**Run 1: sequential cells coloured by netlist name**

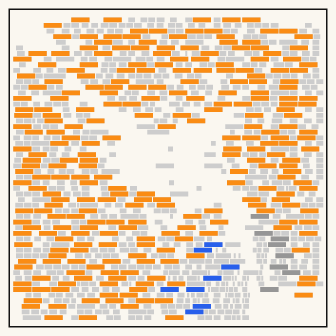
**Run 1: PDN straps and rails**

Pins as bars on the die edge. Tap cells in grey.
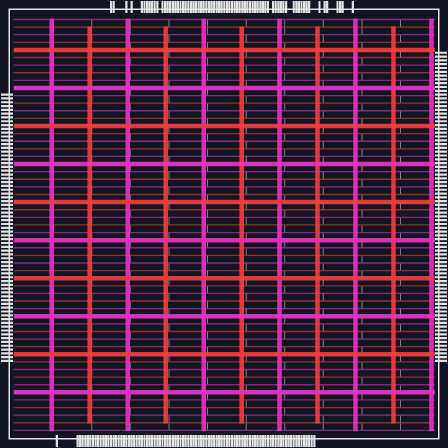
**Run 1: routing congestion**

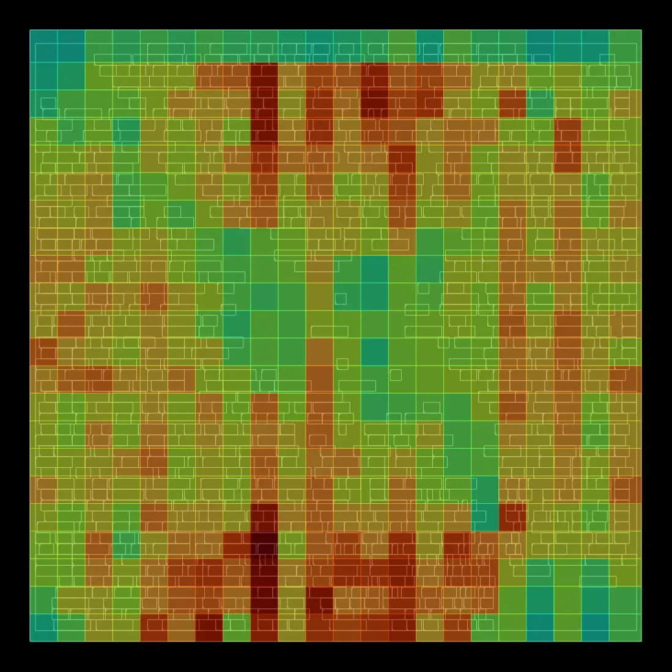
**Run 1: clock distribution**

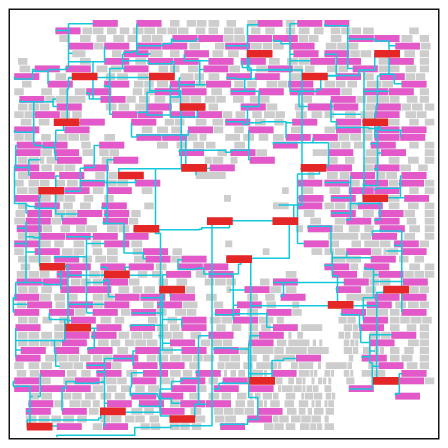
**config.mk**
```make
export PLATFORM = sky130hd
export DESIGN_NAME = mega_demux_of_fate_flat
export DESIGN_NICKNAME = d
export VERILOG_FILES = /design/src/rtl/mega_demux_of_fate_if.sv /design/src/rtl/mega_demux_of_fate.sv /design/src/flat_wrapper.sv
export SDC_FILE = /design/constraint.sdc
export NUM_CORES = 1
export LEC_CHECK = 0
export ABC_CLOCK_PERIOD_IN_PS = 10600
export CAP_MARGIN = 20
export CORE_UTILIZATION = 47
export DETAILED_ROUTE_END_ITERATION = 8
export PLACE_DENSITY = 0.84
export SETUP_SLACK_MARGIN = 0.02
export SYNTH_ARGS = -nofsm -noshare
export SYNTH_HDL_FRONTEND = slang
export SYNTH_SLANG_ARGS = --single-unit
```
**constraint.sdc**
```tcl
create_clock -name clk -period 10.6 [get_ports clk]
set_clock_uncertainty 0.15 [all_clocks]
set_input_delay 1.59 -clock clk [delete_from_list [all_inputs] [get_ports clk]]
set_output_delay 1.59 -clock clk [all_outputs]
set_load 0.05 [all_outputs]
```
**src/rtl/mega_demux_of_fate_if.sv**
```systemverilog
// mega_demux_of_fate_if
// Bundles the handshake and data signals of the 1-to-8 demultiplexer.
//   in_valid/in_ready/in_sel/in_bcast/in_data : producer side
//   out_valid/out_ready/out_data               : eight consumer lanes
//   xfer_count                                 : accepted-word counter
// Modports: slave = the demux, master = whoever drives it.
interface mega_demux_of_fate_if #(
    parameter int WIDTH = 32,
    parameter int LANES = 8
);
    logic                         in_valid;
    logic                         in_ready;
    logic [2:0]                   in_sel;
    logic                         in_bcast;
    logic [WIDTH-1:0]             in_data;
    logic [LANES-1:0]             out_valid;
    logic [LANES-1:0]             out_ready;
    logic [LANES-1:0][WIDTH-1:0]  out_data;
    logic [7:0]                   xfer_count;

    modport slave (
        input  in_valid, in_sel, in_bcast, in_data, out_ready,
        output in_ready, out_valid, out_data, xfer_count
    );

    modport master (
        output in_valid, in_sel, in_bcast, in_data, out_ready,
        input  in_ready, out_valid, out_data, xfer_count
    );
endinterface

```
**src/rtl/mega_demux_of_fate.sv**
```systemverilog
// mega_demux_of_fate
// Registered 1-to-8 demultiplexer. A word is steered into one lane's
// single-entry holding register (in_sel) or into all lanes at once
// (in_bcast, all-or-nothing). Each lane has its own valid/ready handshake.
// Ports:
//   clk   : rising-edge clock
//   reset : asynchronous active-high reset
//   bus   : mega_demux_of_fate_if.slave (see interface header)

// One output lane: holding register plus full flag.
module mega_demux_lane #(
    parameter int WIDTH = 32
) (
    input  logic             clk,
    input  logic             reset,
    input  logic             i_load,
    input  logic [WIDTH-1:0] i_data,
    input  logic             i_ready,
    output logic             o_valid,
    output logic [WIDTH-1:0] o_data,
    output logic             o_free
);
    logic             r_valid;
    logic [WIDTH-1:0] r_data;

    // A lane being drained this cycle can take a new word in the same cycle.
    assign o_free  = !r_valid || i_ready;
    assign o_valid = r_valid;
    assign o_data  = r_data;

    always_ff @(posedge clk or posedge reset) begin
        if (reset) begin
            r_valid <= 1'b0;
            r_data  <= '0;
        end else if (i_load) begin
            r_valid <= 1'b1;
            r_data  <= i_data;
        end else if (r_valid && i_ready) begin
            // Drained without refill; data is left as-is.
            r_valid <= 1'b0;
        end
    end
endmodule

module mega_demux_of_fate #(
    parameter int WIDTH = 32,
    parameter int LANES = 8
) (
    input  logic                 clk,
    input  logic                 reset,
    mega_demux_of_fate_if.slave  bus
);
    logic [LANES-1:0]            w_free;
    logic [LANES-1:0]            w_load;
    logic [LANES-1:0]            w_valid;
    logic [LANES-1:0][WIDTH-1:0] w_data;
    logic                        w_in_ready;
    logic                        w_accept;
    logic [7:0]                  r_xfer_count;

    // Broadcast needs every lane free; a steered word needs only its lane.
    assign w_in_ready = bus.in_bcast ? (&w_free) : w_free[bus.in_sel];
    // in_valid gates first so an unknown select while idle cannot reach state.
    assign w_accept   = bus.in_valid && w_in_ready;

    for (genvar i = 0; i < LANES; i++) begin : g_lane
        assign w_load[i] = w_accept && (bus.in_bcast || (bus.in_sel == 3'(i)));

        mega_demux_lane #(.WIDTH(WIDTH)) u_lane (
            .clk     (clk),
            .reset   (reset),
            .i_load  (w_load[i]),
            .i_data  (bus.in_data),
            .i_ready (bus.out_ready[i]),
            .o_valid (w_valid[i]),
            .o_data  (w_data[i]),
            .o_free  (w_free[i])
        );
    end

    // Broadcast counts as a single transfer; wraps silently.
    always_ff @(posedge clk or posedge reset) begin
        if (reset)
            r_xfer_count <= '0;
        else if (w_accept)
            r_xfer_count <= r_xfer_count + 8'd1;
    end

    assign bus.in_ready   = w_in_ready;
    assign bus.out_valid  = w_valid;
    assign bus.out_data   = w_data;
    assign bus.xfer_count = r_xfer_count;
endmodule

```
**src/flat_wrapper.sv**
```systemverilog
// flat-port wrapper written by rule: the top's interface ports become plain ports
module mega_demux_of_fate_flat 
#(
    parameter int WIDTH = 32,
    parameter int LANES = 8
)
  (clk, reset, bus_in_valid, bus_in_sel, bus_in_bcast, bus_in_data, bus_out_ready, bus_in_ready, bus_out_valid, bus_out_data, bus_xfer_count);
  mega_demux_of_fate_if #(.WIDTH(WIDTH), .LANES(LANES)) bus_i ();
  input  logic clk;
  input  logic reset;
  input wire logic [$bits(bus_i.in_valid)-1:0] bus_in_valid;
  input wire logic [$bits(bus_i.in_sel)-1:0] bus_in_sel;
  input wire logic [$bits(bus_i.in_bcast)-1:0] bus_in_bcast;
  input wire logic [$bits(bus_i.in_data)-1:0] bus_in_data;
  input wire logic [$bits(bus_i.out_ready)-1:0] bus_out_ready;
  output wire logic [$bits(bus_i.in_ready)-1:0] bus_in_ready;
  output wire logic [$bits(bus_i.out_valid)-1:0] bus_out_valid;
  output wire logic [$bits(bus_i.out_data)-1:0] bus_out_data;
  output wire logic [$bits(bus_i.xfer_count)-1:0] bus_xfer_count;
  assign bus_i.in_valid = bus_in_valid;
  assign bus_i.in_sel = bus_in_sel;
  assign bus_i.in_bcast = bus_in_bcast;
  assign bus_i.in_data = bus_in_data;
  assign bus_i.out_ready = bus_out_ready;
  assign bus_in_ready = bus_i.in_ready;
  assign bus_out_valid = bus_i.out_valid;
  assign bus_out_data = bus_i.out_data;
  assign bus_xfer_count = bus_i.xfer_count;
  mega_demux_of_fate #(.WIDTH(WIDTH), .LANES(LANES)) u_core (.clk(clk), .reset(reset), .bus(bus_i));
endmodule
```
==> reports/summary.txt, run 1 <==
# IOs - 320
# setup viols final - 0
Starting DRT DRC Count - 207
setup TNS - 0 ns
Clk pin slew, worst setup/hold paths - 0.06 ns
largest net degree at the start of global routing - 127
status - finished, final reports clean
Post-DRT Antenna Nets - 0
Total GRT Usage - 0.243
Syn Inst Count - 658
Rel. slew slack - 0.387
RSZ-0062 raised after global routing - no
Core Util at FP - 0.485
type of the worst setup path - in -> out
total gr overflow - 0
first-pass GRT wire length - 43900 um
final wirelength - 28000 um
period utilization - 0.529
floorplan net count - 706
initial antenna violation count - 0
Worst-Skew Late Latency - 0.53 ns
postcts setup bufs - 0
DPL Wire Length - 18800 um
Post-synth seq share - 0.635
YS warnings - 0
WP data required - 8.86 ns
CTS Buf Count - 28
number of diodes - 0
drt drc - 0
Post-synth regs - 272
PostCTS Resize Cnt - 0
Final Hold Fails - 0
Max Cap Violations - 0
tool warnings - 28
Max Freq - 0.178 GHz
number of global-route vias before repair - 7272
Tightest Pin Transition - 0.920 ns
hold buffer count at cts - 0
fin nets - 1026
syn avg cell area - 16.3 um2
Tmin final - 5.61 ns
synthesis-to-layout area growth - 40.3%
FP Rows - 54
Place WS - 5.00 ns
Pwr Density - 348 nW/um2
First-pass DRT Iterations - 4
Top cells excl fill/tap - 319 x clkdlybuf4s50_1, 272 x dfrtp_1, 245 x mux2_2, 28 x clkbuf_16, 13 x inv_1
Final Worst Setup Slack - 4.99 ns
Worst Setup End Kind - output port
Clock Path Buffers - 3
yosys stat area - 10700 um2
mapped cell area - 10700 um2
most used logic cell in the final layout - clkdlybuf4s50_1
Worst path max stage delay - 0.69 ns
CTS tree - built
critical path cell sequence - clkdlybuf4s50_1 -> or4b_1 -> o2111ai_1 -> o32ai_1 -> a31o_2 -> clkdlybuf4s50_1
chip area - 23400 um2
Critical Path Start Type - primary input
critical-path maximum fanout - 10
Peak VDD IR - 0.000214 V
gpl congestion - 0.921
CP max stage cell - clkdlybuf4s50_1
worst min-delay path category - reg -> reg
area of the core - 22100 um2
critical path's most frequent cell - clkdlybuf4s50_1
DIE WIDTH - 153 um
via/cell ratio - 5.32
clk root buf - clkbuf_16
chip height - 153 um
layout cell share with drive strength beyond 1 - 0.327
Leak - 0.00627 uW
H-tree depth - 1
Worst EP arrival - 3.87 ns
via count - 6788
yosys cell count - 658
Slew Limit Fails - 0
# port buffers - 319
Unique masters post-synth - 35
total clock sinks - 272
-- 'sequential cells coloured by netlist name' (at the start) --
legend:
  u_core.g_lane.u_lane.o_data:
    colour: orange
    flops: 256
    where: all over the die
  u_core.g_lane.u_lane.o_valid:
    colour: blue
    flops: 8
    where: bottom middle

-- 'PDN straps and rails' (at the start) --
legend:
  VSS:
    colour: magenta
  VDD:
    colour: red
rows: 54
met1 rails: 55
met4 straps: 11
met5 straps: 10

-- 'routing congestion' (at the start) --
Avg WL per Cell: 21.9 um
GR Layer Usage met1: 0.294
Final Util: 0.680

-- 'clock distribution' (at the start) --
legend:
  flip-flops:
    colour: magenta
    count: 272
  clock wires:
    colour: cyan
    length: 3130 um
  clock-net drivers:
    colour: red
    count: 28
routed clock nets: 29
flops lie: all over the die

[run 1: cells in the mapped netlist, drive strengths merged]
master | instances | area, um2
dfrtp | 272 | 6810
mux2 | 257 | 2940
buf | 41 | 350
a31oi | 16 | 176
inv | 14 | 52.6
nor2 | 9 | 33.8
nand2b | 8 | 50.1
xor2 | 7 | 61.3
a21o | 5 | 37.5
nand3 | 4 | 20.0
a311oi | 2 | 17.5
nand2 | 2 | 7.51
nand4 | 2 | 12.5
o2111a | 2 | 22.5
o21bai | 2 | 15.0
or2 | 2 | 12.5
a21oi | 1 | 5.00
a31o | 1 | 8.76
ha | 1 | 12.5
nand3b | 1 | 7.51
nor3 | 1 | 5.00
o2111ai | 1 | 8.76
o21ai | 1 | 5.00
o22ai | 1 | 6.26
o32ai | 1 | 8.76
or3 | 1 | 6.26
or3b | 1 | 8.76
or4 | 1 | 7.51
or4b | 1 | 10.0
[run 1: layout make-up]
cell class / count / area [um2]
clock buffers: 39 / 812
clock inverters: 10 / 143
fillers: 1548 / 7060
inverters: 14 / 60.1
multi-input cells: 331 / 3550
flip-flops and latches: 272 / 6810
well taps: 280 / 350
repair buffers: 331 / 3310
[run 1: path summary, 6_finish.rpt]
kind / from / end / slack, ns / cells past startpoint
worst max-delay path: bus_in_sel[0] / bus_in_ready / 4.99 / 6
worst min-delay path: u_core.bus.xfer_count[7] / u_core.bus.xfer_count[7] / 0.33 / 1
worst max register to register: u_core.g_lane[0].u_lane.o_valid / u_core.g_lane[6].u_lane.o_data[22] / 6.99 / 6
worst min register to register: u_core.bus.xfer_count[7] / u_core.bus.xfer_count[7] / 0.33 / 1
max in group asynchronous: reset / u_core.g_lane[2].u_lane.o_data[9] / 7.41 / 3
min in group asynchronous: reset / u_core.g_lane[0].u_lane.o_data[17] / 1.47 / 2
[run 1: power by group]
part           switching, uW  internal (uW)  total (uW)
Clock                    398            605        1000
Sequential               205           1400        1600
Combinational           1710            915        2630
[run 1: logic make-up after synthesis]
group | share of synthesized area
buffers and inverters | 0.0376
multiplexers | 0.274
adder cells (fa/ha/maj) | 0.00117
flip-flops | 0.635
AND-OR/OR-AND | 0.0291
XOR/XNOR | 0.00572
AND/OR/NAND/NOR | 0.0169
[run 1: layer usage]
metal | vias to the layer above | wire [um] | GRT usage
li1 | 2968 | - | -
met1 | 3518 | 11000 | 0.294
met4 | 0 | 1080 | 0.0933
met5 | - | 0 | 0
met3 | 62 | 1990 | 0.0692
met2 | 240 | 13900 | 0.411
[run 1: registers in the layout, indices dropped and copies added, names as in the netlist]
register,flops
u_core.bus.xfer_count,8
u_core.g_lane.u_lane.o_data,256
u_core.g_lane.u_lane.o_valid,8
[run 1: per-stage QoR]
step           instance area (um2)  hold WS, ns  instances   util  total power (uW)
2_1_floorplan                10700        0.324        658      -              3320
3_3_place_gp                 14000        0.310       1226  0.635              4200
3_5_place_dp                 14000        0.315       1227  0.636              4250
4_1_cts                      15000        0.327       1276  0.679              5270
5_1_grt                      15000        0.357       1277  0.680              5420
6_report                     15000        0.330       1277  0.680              5240
[run 1: worst max-delay path: cells and delay by family]
kind	cells	cell delay, ns
AOI/OAI and AO/OA	3	0.47
buffers and inverters	2	1.24
and+or+nand+nor	1	0.57
==> run 2, diff against run 1 <==
--- a/config.mk
+++ b/config.mk
@@ -5,7 +5,7 @@
 export SDC_FILE = /design/constraint.sdc
 export NUM_CORES = 1
 export LEC_CHECK = 0
-export ABC_CLOCK_PERIOD_IN_PS = 10600
+export ABC_CLOCK_PERIOD_IN_PS = 5400
 export CAP_MARGIN = 20
 export CORE_UTILIZATION = 47
 export DETAILED_ROUTE_END_ITERATION = 8
==> constraint.sdc (replaced) <==
create_clock -name clk -period 5.4 [get_ports clk]
set_clock_uncertainty 0.15 [all_clocks]
set_input_delay 0.81 -clock clk [delete_from_list [all_inputs] [get_ports clk]]
set_output_delay 0.81 -clock clk [all_outputs]
set_load 0.05 [all_outputs]
==> reports/summary.txt, run 2 <==
Post-DRT Antenna Nets - 0 (unchanged)
Pwr Density - 680 nW/um2 (was 348 nW/um2)
floorplan net count - 706 (unchanged)
layout cell share with drive strength beyond 1 - 0.329 (was 0.327)
Slew Limit Fails - 0 (unchanged)
fin nets - 1029 (was 1026)
mapped cell area - 10700 um2 (unchanged)
Top area cell types - dfrtp_1 64%, mux2_2 26%, buf_4 1.7% (unchanged)
hold buffer count at cts - 0 (unchanged)
count leader, synth - dfrtp_1 (unchanged)
DIE WIDTH - 153 um (unchanged)
number of diodes - 0 (unchanged)
FP Rows - 54 (unchanged)
yosys stat area - 10700 um2 (unchanged)
Leak - 0.00631 uW (was 0.00627 uW)
Final Hold Fails - 0 (unchanged)
number of global-route vias before repair - 7393 (was 7272)
PostCTS Resize Cnt - 0 (unchanged)
chip height - 153 um (unchanged)
status - finished, final reports clean (unchanged)
Critical Path Start Type - primary input (unchanged)
Clk pin slew, worst setup/hold paths - 0.06 ns (about the same)
worst min-delay path category - reg -> reg (unchanged)
delay-heaviest family, CP - buffers and inverters (unchanged)
synthesis-to-layout area growth - 41.1% (was 40.3%)
largest net degree at the start of global routing - 145 (was 127)
Worst EP arrival - 3.09 ns (was 3.87 ns)
H-tree depth - 1 (unchanged)
Max Freq - 0.247 GHz
setup TNS - 0 ns (unchanged)
Worst path max stage delay - 0.70 ns (was 0.69 ns)
chip area - 23400 um2 (unchanged)
Final Worst Setup Slack - 1.35 ns (was 4.99 ns)
Syn Inst Count - 658 (unchanged)
YS warnings - 0 (unchanged)
Tmin final - 4.05 ns
First-pass DRT Iterations - 4 (unchanged)
Post-synth seq share - 0.635 (unchanged)
initial antenna violation count - 0 (unchanged)
# setup viols final - 0 (unchanged)
period utilization - 0.751
via/cell ratio - 5.24 (was 5.32)
critical-path maximum fanout - 10 (unchanged)
syn avg cell area - 16.3 um2 (unchanged)
Rel. slew slack - 0.403 (was 0.387)
Yosys top cell by area - dfrtp_1 (unchanged)
CP max stage cell - clkdlybuf4s50_1 (unchanged)
most used logic cell in the final layout - clkdlybuf4s50_1 (unchanged)
Complex Gates by Area - 0.0291 (unchanged)
Tightest Pin Transition - 0.896 ns (was 0.920 ns)
Worst Setup End Kind - output port (unchanged)
Commonest cells post-synth - 272 x dfrtp_1, 245 x mux2_2, 24 x buf_4, 14 x inv_1 (unchanged)
CTS tree - built (unchanged)
critical path's most frequent cell - clkdlybuf4s50_1 (unchanged)
yosys cell count - 658 (unchanged)
Unique masters post-synth - 35 (unchanged)
total clock sinks - 272 (unchanged)
CP startpoint - bus_in_sel[0] (unchanged)
max reg flops - 256 (unchanged)
DPL Wire Length - 18500 um (was 18800 um)
Starting DRT DRC Count - 273 (was 207)
Max Cap Violations - 0 (unchanged)
Peak VDD IR - 0.000467 V (was 0.000214 V)
yosys adder share - 0.00117 (unchanged)
Worst R2R Start - u_core.g_lane[3].u_lane.o_valid (was u_core.g_lane[0].u_lane.o_valid)
xor/xnor share - 0.00572 (unchanged)
final hold slack - 0.316 ns (was 0.330 ns)
clk root buf - clkbuf_16 (unchanged)
RSZ-0062 raised after global routing - no (unchanged)
Post-synth EDFFs - 0 (unchanged)
Core Util at FP - 0.485 (unchanged)
critical path cell sequence - clkdlybuf4s50_1 -> or4b_1 -> o2111ai_1 -> o32ai_1 -> a31o_2 -> clkdlybuf4s50_1 (unchanged)
# port buffers - 319 (unchanged)
CTS Buf Count - 29 (was 28)
drt drc - 0 (unchanged)
Post-synth regs - 272 (unchanged)
Avg WL per Cell - 21.6 um (was 21.9 um)
Top cells excl fill/tap - 319 x clkdlybuf4s50_1, 272 x dfrtp_1, 245 x mux2_2, 29 x clkbuf_16, 13 x inv_1 (was 319 x clkdlybuf4s50_1, 272 x dfrtp_1, 245 x mux2_2, 28 x clkbuf_16, 13 x inv_1)
tool warnings - 30 (was 28)
Top-area cell share - 0.635 (unchanged)
postcts setup bufs - 0 (unchanged)
total gr overflow - 0 (unchanged)
hold_sp - u_core.bus.xfer_count[7] (unchanged)
gpl congestion - 0.829 (was 0.921)
first-pass GRT wire length - 43700 um (was 43900 um)
Commonest flop - dfrtp_1 (unchanged)
Worst-Skew Late Latency - 0.55 ns (was 0.53 ns)
Place WS - 1.09 ns (was 5.00 ns)
# IOs - 320 (unchanged)
WP data required - 4.44 ns (was 8.86 ns)
via count - 6718 (was 6788)
multiplexer share of the synthesized area - 0.274 (unchanged)
Async S/R FF share, synth - 1.00 (unchanged)
comb area leader - multiplexers (unchanged)
final wirelength - 27700 um (was 28000 um)
yosys simple share - 0.0169 (unchanged)
Clock Path Buffers - 3 (unchanged)
worst path bufs/invs - 2 (unchanged)
area of the core - 22100 um2 (unchanged)
type of the worst setup path - in -> out (unchanged)
==> run 2: area by class of cell <==
type | count | area (um2)
fill | 1487 | 6970
sequential | 272 | 6810
multi-input combinational | 331 | 3550
clock inverter | 8 | 91.3
clock buffer | 44 | 882
inverter | 14 | 56.3
tap | 280 | 350
timing repair buffer | 333 | 3390
==> run 2: where the power goes <==
part	leakage, uW	internal (uW)	switching [uW]
Sequential	0.00322	2750	405
Clock	0.000486	1180	800
Combinational	0.00261	1810	3360
Total	0.00631	5730	4560
==> run 2: routing by layer <==
layer | share of wire | vias up | GRT usage
met4 | 0.026 | 0 | 0.0717
met2 | 0.50 | 226 | 0.418
met3 | 0.070 | 42 | 0.0692
met1 | 0.40 | 3487 | 0.292
met5 | 0 | - | 0
li1 | - | 2963 | -
==> run 2: metrics by stage <==
| stage | total power [uW] | instance area, um2 | std cells |
|---|---|---|---|
| global route | 10700 | 15100 | 1282 |
| finish | 10300 | 15100 | 1282 |
| global placement | 8260 | 14100 | 1230 |
| CTS | 10400 | 15100 | 1282 |
| floorplan | 6510 | 10700 | 658 |
| detailed placement | 8350 | 14100 | 1230 |
==> run 2: cell families after synthesis <==
kind of cell,Yosys count
multiplexers,257
buffers and inverters,55
AND-OR/OR-AND,33
XOR/XNOR,7
adder cells (fa/ha/maj),1
flip-flops,272
AND/OR/NAND/NOR,33
==> run 2: worst paths after layout <==
path	slack, ns	endpoint	cells after the start
setup reg to reg	2.15	u_core.g_lane[1].u_lane.o_data[21]	6
hold / removal	0.32	u_core.bus.xfer_count[7]	1
setup / recovery	1.35	bus_in_ready	6
min in group asynchronous	0.66	u_core.g_lane[3].u_lane.o_data[24]	3
max in group asynchronous	3.77	u_core.g_lane[4].u_lane.o_data[10]	3
hold reg to reg	0.32	u_core.bus.xfer_count[7]	1
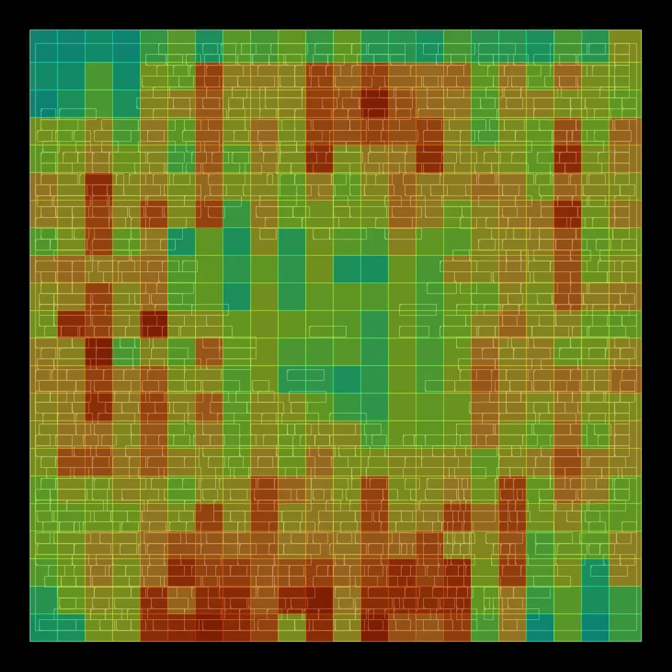
**Above:** run 2 (routing congestion).
Final Util: 0.684
Total GRT Usage: 0.241
GR Layer Usage met1: 0.292
GR met3 Demand/Resource: 0.0692
GRT busiest layer: met2

Power and IR drop assume default switching activity.
